### src/rtl/lsu_dmem.sv
`default_nettype none
// ============================================================================
// Module   : lsu_dmem
// Brief    : Load/store data memory with a valid/ready request port, fixed
//            wait states, byte/half/word access and error flagging.
// Revision : 1.0
// ============================================================================
module lsu_dmem #(
  parameter int XLEN        = 32,
  parameter int DEPTH_WORDS = 64,
  parameter int LATENCY     = 2
) (
  input  logic            clk,
  input  logic            reset,
  input  logic            req_valid,
  output logic            req_ready,
  input  logic            req_we,
  input  logic [1:0]      req_size,
  input  logic            req_unsigned,
  input  logic [XLEN-1:0] req_addr,
  input  logic [XLEN-1:0] req_wdata,
  output logic            rsp_valid,
  output logic [XLEN-1:0] rsp_rdata,
  output logic            rsp_err,
  output logic            busy
);
  localparam int         AW    = $clog2(DEPTH_WORDS);
  localparam logic [3:0] C_LAT = 4'(LATENCY);

  typedef enum logic [1:0] {
    IDLE = 2'd0,
    WAIT = 2'd1,
    RESP = 2'd2
  } state_e;

  state_e          state_q, state_d;
  logic [3:0]      cnt_q, cnt_d;
  logic            we_q, we_d;
  logic [1:0]      size_q, size_d;
  logic            uns_q, uns_d;
  logic            err_q, err_d;
  logic [AW-1:0]   idx_q, idx_d;
  logic [1:0]      lane_q, lane_d;
  logic [3:0]      be_q, be_d;
  logic [31:0]     wdata_q, wdata_d;
  logic            rsp_valid_q, rsp_valid_d;
  logic [XLEN-1:0] rsp_rdata_q, rsp_rdata_d;
  logic            rsp_err_q, rsp_err_d;

  logic [31:0]     mem [DEPTH_WORDS];

  logic            w_accept, w_req_oor, w_req_mis, w_req_err;
  logic [3:0]      w_req_be;
  logic [31:0]     w_req_wlane;
  logic            w_cur_we, w_cur_err, w_cur_uns;
  logic [1:0]      w_cur_size, w_cur_lane;
  logic [AW-1:0]   w_cur_idx;
  logic [3:0]      w_cur_be;
  logic [31:0]     w_cur_wdata;
  logic            w_enter_resp, w_mem_we;
  logic [31:0]     w_rd_word, w_rd_shift;
  logic [XLEN-1:0] w_load_val;

  assign req_ready = (state_q == IDLE);
  assign busy      = ~req_ready;
  assign w_accept  = req_valid && req_ready;

  assign w_req_oor = |req_addr[XLEN-1:AW+2];
  assign w_req_mis = ((req_size == 2'b01) && req_addr[0]) ||
                     ((req_size == 2'b10) && (req_addr[1:0] != 2'b00));
  assign w_req_err = w_req_oor || w_req_mis || (req_size == 2'b11);

  always_comb begin
    w_req_be    = 4'b0000;
    w_req_wlane = req_wdata[31:0];
    case (req_size)
      2'b00: begin
        w_req_be    = 4'b0001 << req_addr[1:0];
        w_req_wlane = {4{req_wdata[7:0]}};
      end
      2'b01: begin
        w_req_be    = req_addr[1] ? 4'b1100 : 4'b0011;
        w_req_wlane = {2{req_wdata[15:0]}};
      end
      2'b10:   w_req_be = 4'b1111;
      default: w_req_be = 4'b0000;
    endcase
  end

  // With zero latency the access completes on the accept edge itself, so the
  // live request stands in for the latched one while idle.
  assign w_cur_we    = req_ready ? req_we          : we_q;
  assign w_cur_err   = req_ready ? w_req_err       : err_q;
  assign w_cur_uns   = req_ready ? req_unsigned    : uns_q;
  assign w_cur_size  = req_ready ? req_size        : size_q;
  assign w_cur_lane  = req_ready ? req_addr[1:0]   : lane_q;
  assign w_cur_idx   = req_ready ? req_addr[AW+1:2] : idx_q;
  assign w_cur_be    = req_ready ? w_req_be        : be_q;
  assign w_cur_wdata = req_ready ? w_req_wlane     : wdata_q;

  assign w_enter_resp = ((state_q == IDLE) && w_accept && (C_LAT == 4'd0)) ||
                        ((state_q == WAIT) && (cnt_q == 4'd1));
  assign w_mem_we     = w_enter_resp && w_cur_we && !w_cur_err && reset;

  assign w_rd_word  = mem[w_cur_idx];
  assign w_rd_shift = w_rd_word >> {w_cur_lane, 3'b000};

  always_comb begin
    case (w_cur_size)
      2'b00:   w_load_val = w_cur_uns ? {{(XLEN-8){1'b0}}, w_rd_shift[7:0]}
                                      : {{(XLEN-8){w_rd_shift[7]}}, w_rd_shift[7:0]};
      2'b01:   w_load_val = w_cur_uns ? {{(XLEN-16){1'b0}}, w_rd_shift[15:0]}
                                      : {{(XLEN-16){w_rd_shift[15]}}, w_rd_shift[15:0]};
      default: w_load_val = w_rd_word;
    endcase
  end

  always_comb begin
    state_d     = state_q;
    cnt_d       = cnt_q;
    we_d        = we_q;
    size_d      = size_q;
    uns_d       = uns_q;
    err_d       = err_q;
    idx_d       = idx_q;
    lane_d      = lane_q;
    be_d        = be_q;
    wdata_d     = wdata_q;
    rsp_valid_d = 1'b0;
    rsp_rdata_d = '0;
    rsp_err_d   = 1'b0;
    case (state_q)
      IDLE: begin
        if (w_accept) begin
          we_d    = req_we;
          size_d  = req_size;
          uns_d   = req_unsigned;
          err_d   = w_req_err;
          idx_d   = req_addr[AW+1:2];
          lane_d  = req_addr[1:0];
          be_d    = w_req_be;
          wdata_d = w_req_wlane;
          if (C_LAT == 4'd0) begin
            state_d = RESP;
          end else begin
            state_d = WAIT;
            cnt_d   = C_LAT;
          end
        end
      end
      WAIT: begin
        cnt_d = cnt_q - 4'd1;
        if (cnt_q == 4'd1) state_d = RESP;
      end
      RESP:    state_d = IDLE;
      default: state_d = IDLE;
    endcase
    if (w_enter_resp) begin
      rsp_valid_d = 1'b1;
      rsp_err_d   = w_cur_err;
      rsp_rdata_d = (w_cur_we || w_cur_err) ? '0 : w_load_val;
    end
  end

  always_ff @(posedge clk or negedge reset) begin
    if (!reset) begin
      state_q     <= IDLE;
      cnt_q       <= 4'd0;
      we_q        <= 1'b0;
      size_q      <= 2'b00;
      uns_q       <= 1'b0;
      err_q       <= 1'b0;
      idx_q       <= '0;
      lane_q      <= 2'b00;
      be_q        <= 4'b0000;
      wdata_q     <= 32'd0;
      rsp_valid_q <= 1'b0;
      rsp_rdata_q <= '0;
      rsp_err_q   <= 1'b0;
    end else begin
      state_q     <= state_d;
      cnt_q       <= cnt_d;
      we_q        <= we_d;
      size_q      <= size_d;
      uns_q       <= uns_d;
      err_q       <= err_d;
      idx_q       <= idx_d;
      lane_q      <= lane_d;
      be_q        <= be_d;
      wdata_q     <= wdata_d;
      rsp_valid_q <= rsp_valid_d;
      rsp_rdata_q <= rsp_rdata_d;
      rsp_err_q   <= rsp_err_d;
    end
  end

  // Storage is deliberately left out of reset.
  always_ff @(posedge clk) begin
    if (w_mem_we) begin
      for (int b = 0; b < 4; b++) begin
        if (w_cur_be[b]) mem[w_cur_idx][8*b +: 8] <= w_cur_wdata[8*b +: 8];
      end
    end
  end

  assign rsp_valid = rsp_valid_q;
  assign rsp_rdata = rsp_rdata_q;
  assign rsp_err   = rsp_err_q;

endmodule
`default_nettype wire

### config.mk
export PLATFORM = sky130hd
export DESIGN_NAME = lsu_dmem
export DESIGN_NICKNAME = d
export VERILOG_FILES = /design/src/rtl/lsu_dmem.sv
export SDC_FILE = /design/constraint.sdc
export NUM_CORES = 2
export LEC_CHECK = 0
export ABC_AREA = 0
export ABC_CLOCK_PERIOD_IN_PS = 10250
export CORE_MARGIN = 8
export CORE_UTILIZATION = 36
export CTS_CLUSTER_DIAMETER = 100
export CTS_CLUSTER_SIZE = 8
export DETAILED_ROUTE_END_ITERATION = 10
export HOLD_SLACK_MARGIN = 0.03
export SETUP_SLACK_MARGIN = 0.02
export SKIP_CTS_REPAIR_TIMING = 1
export SYNTH_ARGS = -nofsm -noshare
export SYNTH_HDL_FRONTEND = slang
export SYNTH_SLANG_ARGS = --single-unit
### constraint.sdc
create_clock -name clk -period 10.25 [get_ports clk]
set_input_delay 2.05 -clock clk [delete_from_list [all_inputs] [get_ports clk]]
set_output_delay 2.05 -clock clk [all_outputs]
set_load 0.01 [all_outputs]
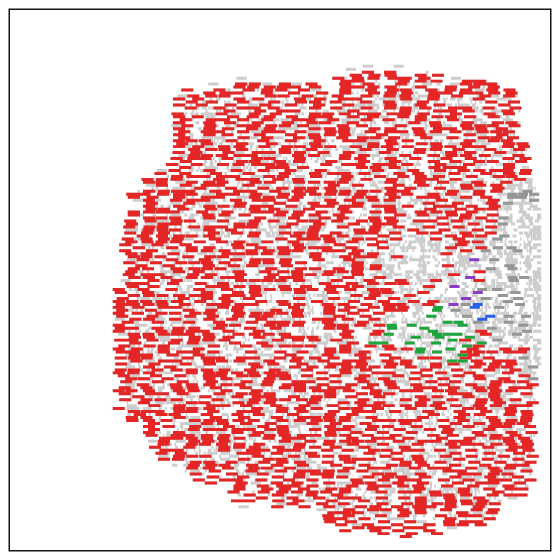
(images/flops_by_reg.png)
Other sequential cells in the stronger gray, the rest of the logic in the fainter gray.
| color | name in the netlist | flops |
|---|---|---|
| purple | `idx_q` | 6 |
| red | `mem` | 2048 |
| blue | `cnt_q` | 4 |
| green | `rsp_rdata` | 32 |

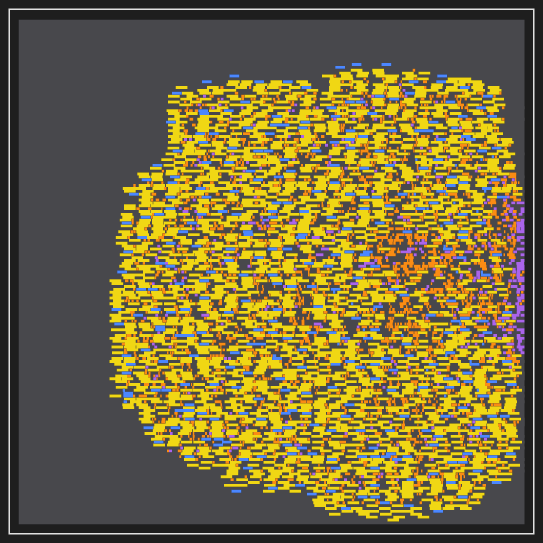
(images/placement_by_type.png)
Fill, decap, tap and diode cells in gray.
| color | class | cells | share of their area |
|---|---|---|---|
| purple | other buffers and delay cells | 411 | 3.8% |
| blue | clock drivers and dummy loads | 365 | 9.0% |
| orange | combinational and other logic | 2834 | 18% |
| yellow | flops | 2137 | 69% |
core region area: 227100 sq um
Design Area, Final: 96360 sq um
core utilization of the finished layout: 0.4244
Core Rows: 175

==> impl_results.html <==
<!-- implementation run metrics -->
<table>
<tr><th>Metric</th><th>Value</th></tr>
<tr><th colspan="2">Logic synthesis</th></tr>
<tr><td>Number of enable-type register cells in the synthesized netlist</td><td>2048</td></tr>
<tr><td>Syn_area_per_cell</td><td>15.30 sq um</td></tr>
<tr><td>Prevailing post-synth register cell</td><td>sky130_fd_sc_hd__edfxtp_1</td></tr>
<tr><td>Biggest area contributors in the synthesized netlist</td><td>sky130_fd_sc_hd__edfxtp_1 (75%), sky130_fd_sc_hd__o22ai_1 (4.8%), sky130_fd_sc_hd__dfrtp_1 (2.7%), sky130_fd_sc_hd__nand2_1 (2.5%), sky130_fd_sc_hd__nor3_1 (1.8%)</td></tr>
<tr><td>Count of unique library cells instantiated by Yosys</td><td>90</td></tr>
<tr><th colspan="2">STA</th></tr>
<tr><td>Total Neg Setup Slack</td><td>0 ns</td></tr>
<tr><td>Worst Max-Slew Pin Slew</td><td>1.371 ns</td></tr>
<tr><td>Slew headroom</td><td>0.07911</td></tr>
<tr><td>RSZ-0062 raised after global routing</td><td>false</td></tr>
<tr><td>Number of setup violations in the final report</td><td>0</td></tr>
<tr><td>Final Max-Slew Violation Tally</td><td>0</td></tr>
<tr><td>Worst-case hold slack</td><td>0.4805 ns</td></tr>
<tr><td>Highest Clock Rate</td><td>0.1475 GHz</td></tr>
<tr><th colspan="2">Die</th></tr>
<tr><td>Die Y-Extent</td><td>493.4 microns</td></tr>
<tr><td>Full die area</td><td>243400 sq um</td></tr>
<tr><td>Die X-Extent</td><td>493.4 microns</td></tr>
<tr><th colspan="2">Critical path</th></tr>
<tr><td>Critical path endpoint category</td><td>flip-flop</td></tr>
<tr><td>Data required, critical path</td><td>11.09 ns</td></tr>
<tr><td>Crit-path max FO</td><td>26</td></tr>
<tr><td>Critical path launch point type</td><td>input pin</td></tr>
<tr><td>WP data arrival</td><td>7.62 ns</td></tr>
<tr><th colspan="2">Clock network</th></tr>
<tr><td>Number of levels the H-tree was split into</td><td>5</td></tr>
<tr><td>CTS Root Cell</td><td>sky130_fd_sc_hd__clkbuf_16</td></tr>
<tr><td>Clock-pin slew on the worst setup and hold paths</td><td>0.06 ns</td></tr>
<tr><td>Clock Tree Buf Depth</td><td>4</td></tr>
<tr><td>Number of buffers created by CTS</td><td>317</td></tr>
<tr><td>Clock tree sinks</td><td>2137</td></tr>
<tr><th colspan="2">Finish</th></tr>
<tr><td>Area of the multi-input gates</td><td>16950 sq um</td></tr>
<tr><th colspan="2">GRT</th></tr>
<tr><td>Congestion Overflow GR</td><td>0</td></tr>
<tr><th colspan="2">Job</th></tr>
<tr><td>Number of warnings in the stage logs</td><td>31</td></tr>
<tr><th colspan="2">Hold path</th></tr>
<tr><td>Hold WC Path Type</td><td>flip-flop to flip-flop</td></tr>
<tr><th colspan="2">Power and ir drop</th></tr>
<tr><td>Leakage power figure</td><td>30.74 nW</td></tr>
<tr><td>Overall power of the completed layout</td><td>31.45 mW</td></tr>
<tr><th colspan="2">Drt</th></tr>
<tr><td>Router iterations before antenna repair</td><td>7</td></tr>
<tr><td>Post-detailed-route via-to-cell ratio</td><td>6.100</td></tr>
<tr><td>Number of remaining DRC errors</td><td>0</td></tr>
<tr><th colspan="2">Placed design</th></tr>
<tr><td>Placed Instances</td><td>8390</td></tr>
<tr><td>Half-perimeter wire length after placement</td><td>159500 microns</td></tr>
<tr><th colspan="2">Outcome</th></tr>
<tr><td>Result of the run</td><td>completed</td></tr>
</table>
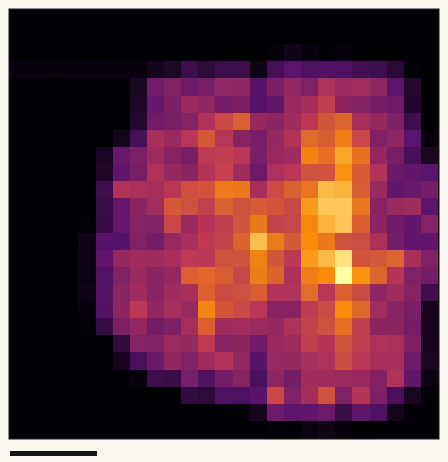
(images/metal_density.png)
Scale bar: 100 microns. The die is cut into 25 by 25 equal tiles; black is low, pale yellow is high, scaled to the fullest tile. Values are wire area over tile area, all layers added.
nearly empty tiles: 36%
tiles over half the peak: 18%
mean over tiles: 0.19
fullest tile: 0.75

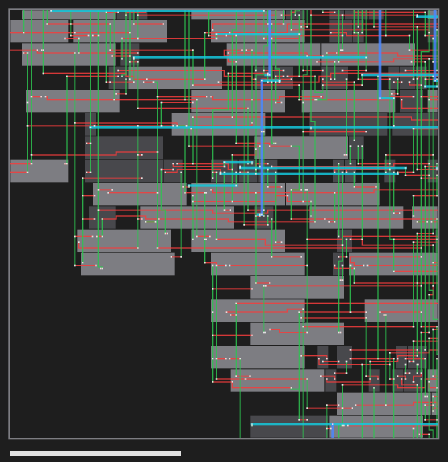
(images/detail.png)
Scale bar: 20 microns. Window x 98 to 148, y 98 to 148 microns. Cells in gray, sequential cells in the stronger gray; small squares are vias.
| color | layer |
|---|---|
| red | metal 1 |
| cyan | metal 3 |
| green | metal 2 |
| blue | metal 4 |
most frequent: edfxtp_1 (31), nand2_1 (12), o22ai_1 (7)
sequential cells in the window: 31
cells with their middle in the window: 70
netlist names of flops here include: `mem` (31)

## worst max-delay path, stage by stage
cell	delay [ns]
sky130_fd_sc_hd__clkdlybuf4s50_1	0.75
sky130_fd_sc_hd__and2_1	0.46
sky130_fd_sc_hd__a22oi_4	0.90
sky130_fd_sc_hd__buf_4	0.53
sky130_fd_sc_hd__o22ai_1	0.15
sky130_fd_sc_hd__nor4_1	1.00
sky130_fd_sc_hd__o221ai_1	0.34
sky130_fd_sc_hd__nor4_2	0.92
sky130_fd_sc_hd__a22oi_1	0.26
sky130_fd_sc_hd__a21oi_1	0.21
## where the power goes
part           switching, mW  leakage (nW)  internal (mW)  total (mW)
clock network           3.47          4.08           5.58        9.05
registers              0.132          19.7           11.4        11.5
logic                   8.46          6.97           2.42        10.9
total                   12.1          30.7           19.4        31.5
## cell type report
class	count	area share
antenna	5	0.0001298
clock buffer	361	0.08602
clock inverter	4	0.0004415
inverter	12	0.0004674
multi-input combinational	2822	0.1759
sequential	2137	0.6613
tap	3009	0.03907
timing repair buffer	411	0.03667
## metal layers
metal  up-vias  GRT usage  wire [microns]
li1      22070          -               -
met1     27130     0.2933          105100
met2      3574     0.3235          120000
met3       659    0.05419           32170
met4         6    0.09119           12450
met5         -          0              45
## path summary, 6_finish.rpt
path | slack [ns] | from | end | cells past startpoint
worst max-delay path | 3.47 | req_addr[3] | rsp_rdata[11]$_DFF_PN0_ | 10
worst min-delay path | 0.48 | be_q[0]$_DFFE_PN0P_ | be_q[0]$_DFFE_PN0P_ | 2
worst max register to register | 3.69 | state_q[0]$_DFFE_PN0P_ | rsp_rdata[14]$_DFF_PN0_ | 12
worst min register to register | 0.48 | be_q[0]$_DFFE_PN0P_ | be_q[0]$_DFFE_PN0P_ | 2
max in group asynchronous | 8.03 | reset | rsp_rdata[2]$_DFF_PN0_ | 2
min in group asynchronous | 1.14 | reset | wdata_q[28]$_DFFE_PN0P_ | 1
## cells by family after synthesis
| logic type | Yosys count | synth area share |
|---|---|---|
| buf+inv | 405 | 0.02496 |
| flops | 2137 | 0.7767 |
| compound gates | 1363 | 0.1105 |
| mux | 105 | 0.01336 |
| fa+ha+maj | 2 | 0.0003050 |
| simple gates | 1352 | 0.07413 |
## flip-flops by register name, indices dropped and copies added (netlist names), 2 cells and up
register   count
mem         2048
state_q        2
be_q           4
cnt_q          4
idx_q          6
wdata_q       32
rsp_rdata     32
size_q         2
lane_q         2
## layout by cell type, fill, tap and decap left out, drive strengths merged, types with 126 or more instances in the layout
cell    Yosys  routed
edfxtp   2048    2048
o22ai     628     628
nand2     548     548
clkbuf    105     361
buf       288     306
nor3      291     291
nor2      248     248
a21oi     182     182
o21ai     153     153
o221ai    126     126
Power is estimated from default activity; no workload was simulated.
